### Signal wires by layer

Scale: 4 px per um. Two of the layers only.
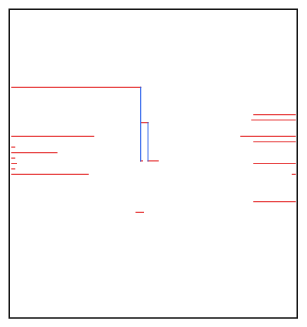
### Signal metal coverage by tile

Scale: 4 px per um. 14 x 15 tiles, from dark blue (low) to red (high), scaled to the fullest tile. Values are wire area over tile area, all layers added.
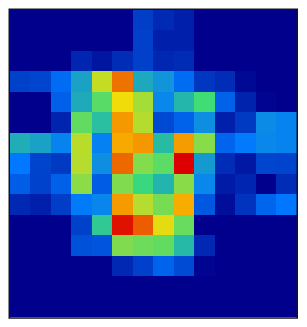
[src/rtl/module_spi_ctrl_pkg.sv]
// Shared types and constants for the SPI master sequencer.
package pkg_spi;

  typedef enum logic [2:0] {
    IDLE,
    SETUP,
    HIGH,
    LOW,
    HOLD
  } spi_state_e;

  localparam int unsigned SPI_BITS = 8;

endpackage

[src/rtl/module_spi_ctrl_tick.sv]
// Half-period counter: counts 0..DIV-1 while enabled, flags the final cycle of each half period.
module module_spi_tick #(
  parameter int unsigned DIV = 4
) (
  input  logic clk_i,
  input  logic rst_i,
  input  logic clear,
  input  logic enable,
  output logic last_o
);

  localparam int unsigned CNT_W = (DIV > 2) ? $clog2(DIV) : 1;

  logic [CNT_W-1:0] cnt;

  assign last_o = (cnt == CNT_W'(DIV - 1));

  always_ff @(posedge clk_i) begin
    if (rst_i || clear) begin
      cnt <= '0;
    end else if (enable) begin
      cnt <= last_o ? '0 : cnt + CNT_W'(1);
    end
  end

endmodule

[src/rtl/module_spi_ctrl.sv]
// SPI mode-0 master sequencer: generates sclk/cs and single-cycle strobes for the
// external MOSI/MISO shift registers, running bursts of 1..15 bytes.
module module_spi_ctrl #(
  parameter int unsigned DIV     = 4,
  parameter int unsigned NBYTE_W = 4
) (
  input  logic               clk_i,
  input  logic               rst_i,
  input  logic               start_i,
  input  logic [NBYTE_W-1:0] n_bytes_i,
  output logic               busy_o,
  output logic               done_o,
  output logic               sclk_o,
  output logic               cs_o,
  output logic               clk_fn_o,
  output logic               shift_mosi_o,
  output logic               load_o,
  output logic               byte_done_o,
  output logic [NBYTE_W-1:0] byte_cnt_o
);

  import pkg_spi::*;

  localparam int unsigned BIT_W = 4;

  if (DIV < 2) begin : g_div_chk
    $error("module_spi_ctrl: DIV must be at least 2");
  end

  spi_state_e         state, state_n;
  logic [BIT_W-1:0]   bit_cnt, bit_cnt_n;
  logic [NBYTE_W-1:0] nbytes_q, nbytes_n;
  logic [NBYTE_W-1:0] byte_cnt_n;
  logic               busy_n, done_n, sclk_n, cs_n;
  logic               clk_fn_n, shift_n, load_n, bdone_n;
  logic               tick_last;

  module_spi_tick #(.DIV(DIV)) u_tick (
    .clk_i  (clk_i),
    .rst_i  (rst_i),
    .clear  (state == IDLE),
    .enable (state != IDLE),
    .last_o (tick_last)
  );

  // State, counters and every output are registered together.
  always_ff @(posedge clk_i) begin
    if (rst_i) begin
      state        <= IDLE;
      bit_cnt      <= '0;
      nbytes_q     <= '0;
      byte_cnt_o   <= '0;
      busy_o       <= 1'b0;
      done_o       <= 1'b0;
      sclk_o       <= 1'b0;
      cs_o         <= 1'b1;
      clk_fn_o     <= 1'b0;
      shift_mosi_o <= 1'b0;
      load_o       <= 1'b0;
      byte_done_o  <= 1'b0;
    end else begin
      state        <= state_n;
      bit_cnt      <= bit_cnt_n;
      nbytes_q     <= nbytes_n;
      byte_cnt_o   <= byte_cnt_n;
      busy_o       <= busy_n;
      done_o       <= done_n;
      sclk_o       <= sclk_n;
      cs_o         <= cs_n;
      clk_fn_o     <= clk_fn_n;
      shift_mosi_o <= shift_n;
      load_o       <= load_n;
      byte_done_o  <= bdone_n;
    end
  end

  // Next-state and next-output values; strobes describe the cycle after the transition.
  always_comb begin
    state_n    = state;
    bit_cnt_n  = bit_cnt;
    nbytes_n   = nbytes_q;
    byte_cnt_n = byte_cnt_o;
    busy_n     = (state != IDLE);
    cs_n       = (state == IDLE);
    sclk_n     = (state == HIGH);
    done_n     = 1'b0;
    clk_fn_n   = 1'b0;
    shift_n    = 1'b0;
    load_n     = 1'b0;
    bdone_n    = 1'b0;

    case (state)
      IDLE: begin
        if (start_i && (n_bytes_i != '0)) begin
          state_n    = SETUP;
          busy_n     = 1'b1;
          cs_n       = 1'b0;
          load_n     = 1'b1;
          nbytes_n   = n_bytes_i;
          byte_cnt_n = '0;
          bit_cnt_n  = '0;
        end
      end
      SETUP: begin
        if (tick_last) begin
          state_n  = HIGH;
          sclk_n   = 1'b1;
          clk_fn_n = 1'b1;
        end
      end
      HIGH: begin
        if (tick_last) begin
          state_n = LOW;
          sclk_n  = 1'b0;
          if (bit_cnt == BIT_W'(SPI_BITS - 1)) begin
            bit_cnt_n  = BIT_W'(SPI_BITS);
            bdone_n    = 1'b1;
            byte_cnt_n = byte_cnt_o + NBYTE_W'(1);
            load_n     = ((byte_cnt_o + NBYTE_W'(1)) != nbytes_q);
          end else begin
            bit_cnt_n = bit_cnt + BIT_W'(1);
            shift_n   = 1'b1;
          end
        end
      end
      LOW: begin
        // Byte boundary: the count parks at 8 for the entry cycle only.
        if (bit_cnt == BIT_W'(SPI_BITS)) begin
          bit_cnt_n = '0;
        end
        if (tick_last) begin
          if (byte_cnt_o != nbytes_q) begin
            state_n  = HIGH;
            sclk_n   = 1'b1;
            clk_fn_n = 1'b1;
          end else begin
            state_n = HOLD;
          end
        end
      end
      HOLD: begin
        if (tick_last) begin
          state_n = IDLE;
          cs_n    = 1'b1;
          busy_n  = 1'b0;
          done_n  = 1'b1;
        end
      end
      default: state_n = IDLE;
    endcase
  end

endmodule
[config.mk]
export PLATFORM = sky130hd
export DESIGN_NAME = module_spi_ctrl
export DESIGN_NICKNAME = d
export VERILOG_FILES = /design/src/rtl/module_spi_ctrl_pkg.sv /design/src/rtl/module_spi_ctrl_tick.sv /design/src/rtl/module_spi_ctrl.sv
export SDC_FILE = /design/constraint.sdc
export NUM_CORES = 1
export LEC_CHECK = 0
export CAP_MARGIN = 20
export CELL_PAD_IN_SITES_DETAIL_PLACEMENT = 0
export CELL_PAD_IN_SITES_GLOBAL_PLACEMENT = 1
export CORE_ASPECT_RATIO = 1.1
export CORE_MARGIN = 10
export CORE_UTILIZATION = 41
export CTS_BUF_LIST = sky130_fd_sc_hd__clkbuf_2 sky130_fd_sc_hd__clkbuf_4 sky130_fd_sc_hd__clkbuf_8
export CTS_CLUSTER_DIAMETER = 100
export DETAILED_ROUTE_END_ITERATION = 16
export GPL_TIMING_DRIVEN = 0
export PLACE_DENSITY = 0.87
export SETUP_SLACK_MARGIN = 0.15
export SYNTH_ARGS = -nofsm -noshare
export SYNTH_HDL_FRONTEND = slang
export SYNTH_SLANG_ARGS = --single-unit
[constraint.sdc]
create_clock -name clk_i -period 2.3 [get_ports clk_i]
set_clock_uncertainty 0.15 [all_clocks]
set_input_delay 0.345 -clock clk_i [delete_from_list [all_inputs] [get_ports clk_i]]
set_output_delay 0.345 -clock clk_i [all_outputs]
set_load 0.03 [all_outputs]
==> results_slide.txt <==
Physical Implementation Snapshot

Synth
  – Post-synth top cells: 25 x sky130_fd_sc_hd__dfxtp_1, 14 x sky130_fd_sc_hd__nand2_1, 11 x sky130_fd_sc_hd__a21oi_1
  – Cell with the most instances after synthesis: sky130_fd_sc_hd__dfxtp_1
  – Predominant post-synthesis flop cell: sky130_fd_sc_hd__dfxtp_1
  – Top area cells in the synthesized netlist: sky130_fd_sc_hd__dfxtp_1 42%, sky130_fd_sc_hd__a21oi_1 4.6%, sky130_fd_sc_hd__nand2_1 4.4%
  – Nets in the synthesized netlist: 143
  – Synthesized area divided by synthesized cell count: 9.11 um2
  – Number of standard cells reported by yosys: 132

Outcome
  – Result of the run: finished clean

Critical path
  – Worst setup path endpoint: byte_cnt_o[0]
  – Arrival time reported for the critical path endpoint: 1.52 ns
  – Critical-path cell with the highest stage delay: sky130_fd_sc_hd__clkdlybuf4s50_1
  – Capture instance of the worst register-to-register path: bit_cnt[3]
  – CP startpoint kind: register
  – Path depth of the worst reg2reg path: 6
  – Endpoint type of the worst setup path: output pin
  – Family of cells with the greatest summed delay on the critical path: buffers and inverters
  – Crit path buffers/inverters: 1
  – Critical path class: register to output pin

Floorplanning
  – Area of the die: 5500 um2
  – Die Y: 76.8 um
  – Pre-Place Util: 0.433

Layout
  – Repair and plain buffers: 23
  – Dominant logic cell type in the layout: sky130_fd_sc_hd__dfxtp_1
  – Number of clock buffers in the layout: 3
  – Leading cell category by total area: logic gates
  – Number of sequential cells in the layout: 25
  – Multi-input gate area: 647 um2
  – Non-clock buffer share of cell area: 0.149
  – Top Registers: bit_cnt (4), byte_cnt_o (4), nbytes_q (4)

Hold path
  – Startpoint of the worst hold path: u_tick.cnt[0]
  – Worst hold stages: 1

Clock tree
  – Post-CTS sizing: 0
  – Total clock sinks: 25
  – TritonCTS Buffers: 3

Power and ir drop
  – Sw power: 190 uW
  – Flop+latch power: 451 uW
  – Worst-case vdd ir drop: 0.294 mV
  – Clock share of power: 0.263
  – Power attributed to the clock group: 195 uW
  – Power in combinational cells: 97.5 uW

GRT
  – Initial antenna violation count: 0
  – Maximum number of pins on one net before global-route repair: 15
  – Grt peak-use layer: met2
  – Routing usage on met2: 0.161

STA
  – Unrepaired setup endpoints after global routing: false

Route
  – DRT iter0 DRCs: 45
  – Aggregate routed wire length: 2.65 mm

Placement
  – Post-DP Area: 1420 um2
  – IO buf count: 18
  – Cell total after placement: 183
## Picture notes: 'Signal wires by layer'
- blue: met4 (wire length 27.9 um)
- red: met3 (wire length 159 um)

## Picture notes: 'Signal metal coverage by tile'
- mean over tiles: 0.077
- emptiest ninth of the die: lower right
- densest ninth of the die: center
- fullest tile: 0.41
- nearly empty tiles: 44%
- tiles over half the peak: 16%

Power is estimated from default activity; no workload was simulated.
